===== config.mk =====
export PLATFORM = sky130hd
export DESIGN_NAME = byte_unstriping
export DESIGN_NICKNAME = d
export VERILOG_FILES = /design/src/rtl/byte_striping_pkg.sv /design/src/rtl/unstriping_word_fifo.sv /design/src/rtl/byte_unstriping.sv
export SDC_FILE = /design/constraint.sdc
export NUM_CORES = 1
export LEC_CHECK = 0
export ABC_AREA = 0
export CELL_PAD_IN_SITES_DETAIL_PLACEMENT = 1
export CELL_PAD_IN_SITES_GLOBAL_PLACEMENT = 1
export CORE_ASPECT_RATIO = 0.6
export CORE_MARGIN = 8
export CORE_UTILIZATION = 40
export CTS_BUF_LIST = sky130_fd_sc_hd__clkbuf_4 sky130_fd_sc_hd__clkbuf_8 sky130_fd_sc_hd__clkbuf_16
export DETAILED_ROUTE_END_ITERATION = 6
export PLACE_DENSITY_LB_ADDON = 0.1
export SLEW_MARGIN = 20
export SYNTH_ARGS = -nofsm -noshare
export SYNTH_HDL_FRONTEND = slang
export SYNTH_SLANG_ARGS = --single-unit

===== constraint.sdc =====
create_clock -name clk1Mhz -period 4.9 [get_ports clk1Mhz]
set_input_delay 0.735 -clock clk1Mhz [delete_from_list [all_inputs] [get_ports clk1Mhz]]
set_output_delay 0.735 -clock clk1Mhz [all_outputs]
set_load 0.02 [all_outputs]

===== src/rtl/byte_striping_pkg.sv =====
// Shared definitions for the byte striping / unstriping pair.
// Lane count, lane-index width, word layout and serializer FSM encoding.
// Both sides import this package, so the lane ordering cannot drift apart.
package byte_striping_pkg;

    localparam int NUM_LANES  = 4;
    localparam int LANE_IDX_W = 2;
    localparam int BYTE_W     = 8;
    localparam int WORD_W     = NUM_LANES * BYTE_W;

    typedef logic [LANE_IDX_W-1:0] lane_idx_t;

    // Element 0 is lane0, the oldest byte on the serial side.
    typedef logic [NUM_LANES-1:0][BYTE_W-1:0] word_t;

    typedef enum logic {
        ST_IDLE = 1'b0,
        ST_SEND = 1'b1
    } stripe_state_e;

endpackage


===== src/rtl/unstriping_word_fifo.sv =====
// Word buffer between lane capture and the serializer: DEPTH x 32-bit entries.
// Latency: a pushed word is visible on pop_dat_o the edge after the push.
// Backpressure: none internally; the caller must gate push on count < DEPTH and pop on count != 0.
module unstriping_word_fifo
    import byte_striping_pkg::*;
#(
    parameter int DEPTH = 2
) (
    input  logic              clk_i,
    input  logic              rst_i,
    input  logic              push_i,
    input  logic [WORD_W-1:0] push_dat_i,
    input  logic              pop_i,
    output logic [WORD_W-1:0] pop_dat_o,
    output logic [$clog2(DEPTH):0] count_o
);

    localparam int AW = $clog2(DEPTH);

    logic [WORD_W-1:0] mem_q [DEPTH];
    logic [AW-1:0]     wr_ptr_q, wr_ptr_d;
    logic [AW-1:0]     rd_ptr_q, rd_ptr_d;
    logic [AW:0]       count_q,  count_d;

    // Pointers wrap naturally because DEPTH is a power of two.
    always_comb begin
        wr_ptr_d = wr_ptr_q;
        rd_ptr_d = rd_ptr_q;
        count_d  = count_q;
        if (push_i) begin
            wr_ptr_d = wr_ptr_q + 1'b1;
        end
        if (pop_i) begin
            rd_ptr_d = rd_ptr_q + 1'b1;
        end
        case ({push_i, pop_i})
            2'b10:   count_d = count_q + 1'b1;
            2'b01:   count_d = count_q - 1'b1;
            default: count_d = count_q;
        endcase
    end

    // Pointer and occupancy registers; reset empties the buffer.
    always_ff @(posedge clk_i or posedge rst_i) begin
        if (rst_i) begin
            wr_ptr_q <= '0;
            rd_ptr_q <= '0;
            count_q  <= '0;
        end else begin
            wr_ptr_q <= wr_ptr_d;
            rd_ptr_q <= rd_ptr_d;
            count_q  <= count_d;
        end
    end

    // Storage array; contents are don't-care until written.
    always_ff @(posedge clk_i) begin
        if (push_i) begin
            mem_q[wr_ptr_q] <= push_dat_i;
        end
    end

    assign pop_dat_o = mem_q[rd_ptr_q];
    assign count_o   = count_q;

endmodule


===== src/rtl/byte_unstriping.sv =====
// Reassembles 4-lane striped words into a serial byte stream, lane0 first.
// Latency: lane0 of a word accepted at edge N into an idle block appears at edge N+2, then one byte per edge.
// Backpressure: lanesReady low when the word buffer is full; all-valid words offered then are dropped.
module byte_unstriping
    import byte_striping_pkg::*;
#(
    parameter int DEPTH = 2
) (
    input  logic       clk1Mhz,
    input  logic       reset,
    input  logic [7:0] stripedLane0,
    input  logic [7:0] stripedLane1,
    input  logic [7:0] stripedLane2,
    input  logic [7:0] stripedLane3,
    input  logic       lane0VLD,
    input  logic       lane1VLD,
    input  logic       lane2VLD,
    input  logic       lane3VLD,
    output logic       lanesReady,
    output logic [7:0] byteUnstripingOUT,
    output logic       byteUnstripingVLD,
    output logic       laneError
);

    localparam int          AW        = $clog2(DEPTH);
    localparam logic [AW:0] DEPTH_CNT = (AW+1)'(DEPTH);
    localparam lane_idx_t   LAST_LANE = lane_idx_t'(NUM_LANES - 1);

    logic [NUM_LANES-1:0] lane_vld;
    logic                 all_vld;
    logic                 partial_vld;
    logic                 accept;
    word_t                in_word;

    logic [WORD_W-1:0]    fifo_dat;
    logic [AW:0]          fifo_count;
    logic                 fifo_empty;

    stripe_state_e        state_q, state_d;
    lane_idx_t            lane_cnt_q, lane_cnt_d;
    word_t                word_q, word_d;
    logic [BYTE_W-1:0]    out_q, out_d;
    logic                 vld_q, vld_d;
    logic                 err_q, err_d;
    logic                 pop;
    logic                 emit;

    assign lane_vld    = {lane3VLD, lane2VLD, lane1VLD, lane0VLD};
    assign all_vld     = &lane_vld;
    assign partial_vld = (|lane_vld) & ~all_vld;
    assign in_word     = {stripedLane3, stripedLane2, stripedLane1, stripedLane0};

    // Ready depends only on registered occupancy, so no input-to-ready path exists.
    assign lanesReady  = (fifo_count < DEPTH_CNT);
    assign accept      = all_vld & lanesReady;
    assign fifo_empty  = (fifo_count == '0);

    unstriping_word_fifo #(
        .DEPTH      (DEPTH)
    ) u_word_fifo (
        .clk_i      (clk1Mhz),
        .rst_i      (reset),
        .push_i     (accept),
        .push_dat_i (in_word),
        .pop_i      (pop),
        .pop_dat_o  (fifo_dat),
        .count_o    (fifo_count)
    );

    // FSM state register.
    always_ff @(posedge clk1Mhz or posedge reset) begin
        if (reset) begin
            state_q <= ST_IDLE;
        end else begin
            state_q <= state_d;
        end
    end

    // Next state: leave IDLE when a word is buffered, fall back only after the last lane with nothing queued.
    always_comb begin
        state_d = state_q;
        case (state_q)
            ST_IDLE: if (!fifo_empty) state_d = ST_SEND;
            ST_SEND: if ((lane_cnt_q == LAST_LANE) && fifo_empty) state_d = ST_IDLE;
            default: state_d = ST_IDLE;
        endcase
    end

    // FSM outputs and datapath next-state; popping on the last lane keeps back-to-back words gapless.
    always_comb begin
        pop        = 1'b0;
        emit       = 1'b0;
        case (state_q)
            ST_IDLE: pop = !fifo_empty;
            ST_SEND: begin
                emit = 1'b1;
                pop  = (lane_cnt_q == LAST_LANE) && !fifo_empty;
            end
            default: begin
                pop  = 1'b0;
                emit = 1'b0;
            end
        endcase
        word_d     = pop  ? word_t'(fifo_dat)  : word_q;
        lane_cnt_d = emit ? lane_cnt_q + 1'b1  : lane_cnt_q;
        out_d      = emit ? word_q[lane_cnt_q] : out_q;
        vld_d      = emit;
        err_d      = err_q | partial_vld;
    end

    // Serializer datapath registers; reset discards any word in flight.
    always_ff @(posedge clk1Mhz or posedge reset) begin
        if (reset) begin
            word_q     <= '0;
            lane_cnt_q <= '0;
            out_q      <= '0;
            vld_q      <= 1'b0;
            err_q      <= 1'b0;
        end else begin
            word_q     <= word_d;
            lane_cnt_q <= lane_cnt_d;
            out_q      <= out_d;
            vld_q      <= vld_d;
            err_q      <= err_d;
        end
    end

    assign byteUnstripingOUT = out_q;
    assign byteUnstripingVLD = vld_q;
    assign laneError         = err_q;

endmodule


==> results_slide.txt, run 1 <==
Physical Implementation Snapshot

Status
  – Outcome: completed

Final timing
  – Fin Setup TNS: 0 ns
  – Slew of the pin with the lowest slew margin: 0.920 ns
  – Slew HR: 38.7%
  – Hold WS: 0.475 ns

Worst setup path
  – CP cell instances: ha_1 > inv_1 > a21oi_4 > buf_4 > mux2_4
  – Critical Path End: word_q[3]$_DFFE_PP0P_
  – RR Endpoint: word_q[3]$_DFFE_PP0P_
  – Critical path launch point: lane_cnt_q[0]$_DFFE_PP0P_
  – Flop-to-flop setup slack: 2.01 ns
  – Arrival time at the worst endpoint: 3.17 ns
  – Critical Path End Type: flip-flop

Cells and area
  – Inserted Diodes: 0
  – Gate Area: 1280 um2
  – Fill count: 1014
  – Layout Cells excl Fill: 464
  – Inverter count: 5
  – Synth-to-Final Area Change: 26.9%
  – Cell type taking the most area: sequential cells
  – Non-clk buf share: 8.93%
  – Layout cells sized above 1: 36.3%

GRT
  – Met3 GRT Util: 4.59%
  – GR Util All Layers: 12.9%

Yosys
  – # Cells Yosys: 244

Placement
  – Routability Congestion: 0.694
  – Dpl cells: 432

Flow run
  – Max-cap viol count: 0
  – Tool Warnings: 26

Power and ir drop
  – P_sw: 1100 uW
  – Internal power: 2880 uW
  – Top Consumer: sequential cells
  – Switching share of total power: 27.7%
  – Clock Power Share: 33.5%
  – Comb pwr share: 30.3%

Die
  – Die width: 154 um
  – I/O pin total: 49

Routing
  – Metal-1 WL: 4530 um
  – Routed wire length: 8870 um
  – Via-to-Cell Ratio: 4.92
  – Met3 routed WL: 291 um

Clocking
  – Hold buffer count at CTS: 0

Worst hold path
  – Worst Hold Class: reg -> reg
[run 1: worst max-delay path, delay by kind of cell, from the launching register on]
| family | cells | cell delay, ns |
|---|---|---|
| muxes | 1 | 0.34 |
| buffers and inverters | 2 | 0.52 |
| DFF | 1 | 0.94 |
| AOI/OAI and AO/OA | 1 | 0.64 |
| adders and majority gates | 1 | 0.29 |
[run 1: sequential cells by signal, indices dropped and copies added, names as in the netlist]
signal / flops
laneError: 1
u_word_fifo.rd_ptr_q: 1
u_word_fifo.wr_ptr_q: 1
u_word_fifo.mem_q: 64
u_word_fifo.count_o: 2
state_q: 1
byteUnstripingOUT: 8
word_q: 32
byteUnstripingVLD: 1
lane_cnt_q: 2
[run 1: cells by family (layout without fill, tap and decap cells)]
family,count (synthesis),in the layout,synth area share [%]
AND-OR/OR-AND,11,11,2.38
multiplexers,81,81,22.1
adder cells (fa/ha/maj),2,2,0.547
AND/OR/NAND/NOR,17,17,1.72
flip-flops,113,113,68.9
buffers and inverters,14,90,3.20
XOR/XNOR,6,6,1.15
[run 1: synth_stat cells]
master	number	area (um2)
nand4_1	1	6.26
xor2_1	3	26.3
a21oi_4	1	16.3
ha_1	2	25.0
xnor2_1	3	26.3
nor3_1	1	5.00
buf_6	6	67.6
a21o_1	1	7.51
inv_1	4	15.0
nor2_1	10	37.5
mux2_2	44	495
nor2_2	2	12.5
edfxtp_1	64	1920
o21ai_0	1	5.00
buf_12	3	60.1
and2_1	1	6.26
inv_2	1	3.75
nand2_1	1	3.75
mux2_4	29	435
mux2i_1	8	80.1
a221o_1	8	80.1
or4_1	1	7.51
dfrtp_1	49	1230
Figure 1. Cells coloured by class (run 1).
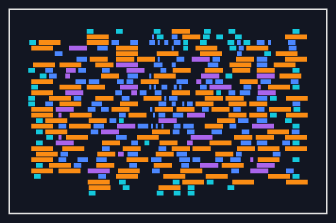
purple -> clock drivers and dummy loads  # cells 32, share of their area 12%
cyan -> remaining buffers and delay cells  # cells 53, share of their area 9.2%
orange -> registers  # cells 113, share of their area 56%
blue -> remaining logic cells  # cells 122, share of their area 23%

Figure 2. Clock routing (run 1).
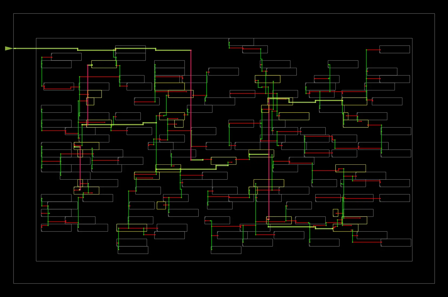
clock skew: 0.00783 ns
Sink Count: 113
Layout clock buffers: 18

Figure 3. Clock distribution (run 1).
Bar = 50 um.
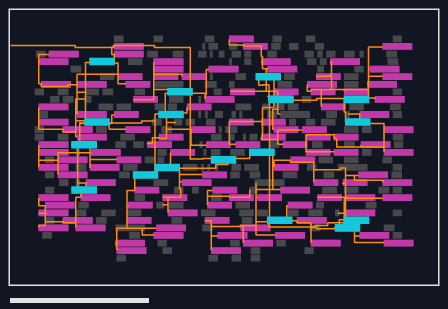
orange -> clock wires  # length 1460 um
cyan -> clock-net drivers  # count 17
magenta -> flip-flops  # count 113
routed clock nets = 18

Figure 4. Register map, names as in the netlist (run 1).
Other sequential cells in the stronger grey, the rest of the logic in the fainter grey.
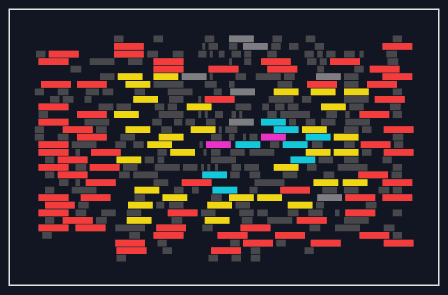
red -> `u_word_fifo.mem_q`  # placed flops 64, where widely spread
cyan -> `byteUnstripingOUT`  # placed flops 8
magenta -> `lane_cnt_q`  # placed flops 2
yellow -> `word_q`  # placed flops 32
not coloured = 7
Seq area share: 54.3%
Flop area: 3150 um2
Seq. pwr: 1440 uW
Final Util: 51.7%

==> run 1 -> run 2 <==
==> constraint.sdc (replaced) <==
create_clock -name clk1Mhz -period 2.6 [get_ports clk1Mhz]
set_input_delay 0.39 -clock clk1Mhz [delete_from_list [all_inputs] [get_ports clk1Mhz]]
set_output_delay 0.39 -clock clk1Mhz [all_outputs]
set_load 0.02 [all_outputs]
Figure 5. Wiring heat map (run 2).
31 x 20 tiles, from dark blue (low) to red (high), scaled to the fullest tile. Values are wire area over tile area, all layers added.
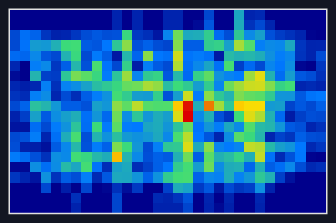
fullest tile = 0.37
densest ninth of the die = centre
emptiest ninth of the die = south-west
nearly empty tiles = 19%
tiles over half the peak = 12%
WL/cell: 19.2 um
GR Util All Layers: 12.8%

==> run 2 against run 1 <==
Against the previous run:
- via count fell by 0.53%
- highest routed layer unchanged
- critical path type is now reg -> out
- register-to-register slack got worse by 1.3 ns
- critical path depth fell by 3
- non-clock buffer count rose by 5
- largest cell class unchanged
- critical endpoint is now lanesReady
==> results_slide.txt, run 2 <==
Physical Implementation Snapshot

Placement
  – Routability Congestion: 0.677

Clocking
  – Hold buffer count at CTS: 0
  – CTS tree: built
  – Sink Count: 113
  – Root buf cell: clkbuf_16
  – Insertion delay to the later sink of the worst-skew pair: 0.40 ns

Yosys
  – Yosys reg bits: 113
  – Largest area contributor in the netlist: edfxtp_1
  – Most used flip-flop cell: edfxtp_1
  – Top cells by count: 64 x edfxtp_1, 49 x dfrtp_1, 44 x mux2_2
  – Most frequent cell after synthesis: edfxtp_1
  – # Cells Yosys: 244
  – Synth unique cells: 23
  – Area leader share: 42.0%
  – Top area cell types: edfxtp_1 42%, dfrtp_1 27%, mux2_2 11%
  – EDFF count, synth: 64
  – FFs w/ async S/R, synth: 43.4%

Cells and area
  – Fill count: 1043
  – Largest register by flop count: u_word_fifo.mem_q
  – Gate Area: 1290 um2
  – Final Util: 51.1%
  – Inserted Diodes: 0
  – Flop area: 3150 um2
  – Max FFs per register: 64
  – Synth-to-Final Area Change: 25.5%
  – Layout cells sized above 1: 36.0%

Final timing
  – Slew of the pin with the lowest slew margin: 0.500 ns
  – Fin Setup TNS: 0 ns
  – Slew HR: 66.6%
  – Clock skew: 0.00979 ns

Worst setup path
  – RR Endpoint: word_q[8]$_DFFE_PP0P_
  – R2r startpoint: lane_cnt_q[1]$_DFFE_PP0P_
  – Arrival time at the worst endpoint: 1.58 ns
  – Critical Path End Type: output pin
  – Flop-to-flop setup slack: 0.76 ns
  – Critical path launch point: u_word_fifo.count_o[1]$_DFFE_PP0P_
  – Critical Path End: lanesReady

Worst hold path
  – Worst Hold Class: in -> async

GRT
  – Largest net degree at the start of global routing: 33
  – Met3 GRT Util: 4.24%

Die
  – Die width: 154 um
  – I/O pin total: 49

Status
  – Outcome: completed

Routing
  – Routed wire length: 9000 um
  – Via-to-Cell Ratio: 4.84

Flow run
  – Tool Warnings: 26
  – Max-cap viol count: 0
-- run 2: metal layers --
metal  wire length [um]  part of all wire, %  vias up
met5                  0                    0        -
met4                 81                 0.90        0
met3                314                  3.5        8
met2               3930                   44       38
met1               4670                   52     1165
li1                   -                    -     1061
-- run 2: final cells by class --
| type | instances | share of cell area (%) |
|---|---|---|
| Clock buffer | 22 | 8.07 |
| Inverter | 5 | 0.327 |
| Multi-Input combinational cell | 117 | 22.4 |
| Tap cell | 144 | 3.14 |
| Clock inverter | 10 | 1.22 |
| Sequential cell | 113 | 54.9 |
| Timing Repair Buffer | 58 | 9.90 |
-- run 2: stage by stage --
stage	hold WS [ns]	instances	total power, uW	worst slack [ns]
after floorplan	0.474	244	4600	0.365
after global placement	0.465	437	5060	0.529
after detailed placement	0.459	437	5110	0.492
after CTS	0.302	469	7270	0.603
after global routing	0.344	469	7550	0.577
final	0.298	469	7150	0.634
-- run 2: power by group --
group	internal (uW)	switching, uW	leakage (uW)
clock network	1340	745	0.000272
logic	1410	1020	0.000797
registers	2340	289	0.00114
-- run 2: logic make-up (layout without fill, tap and decap cells) --
| logic type | Yosys count | count (layout) | share of synthesized area [%] |
|---|---|---|---|
| buffers and inverters | 14 | 95 | 3.20 |
| XOR/XNOR | 6 | 6 | 1.15 |
| AND/OR/NAND/NOR | 17 | 17 | 1.72 |
| flip-flops | 113 | 113 | 68.9 |
| multiplexers | 81 | 81 | 22.1 |
| adder cells (fa/ha/maj) | 2 | 2 | 0.547 |
| AND-OR/OR-AND | 11 | 11 | 2.38 |
-- run 2: worst max-delay path, stage by stage (launching register included) --
cell and delay, ns:
dfrtp_1 0.44, inv_1 0.12, clkdlybuf4s50_1 0.61
No activity file was given, so power comes from the tool's default toggle rates.
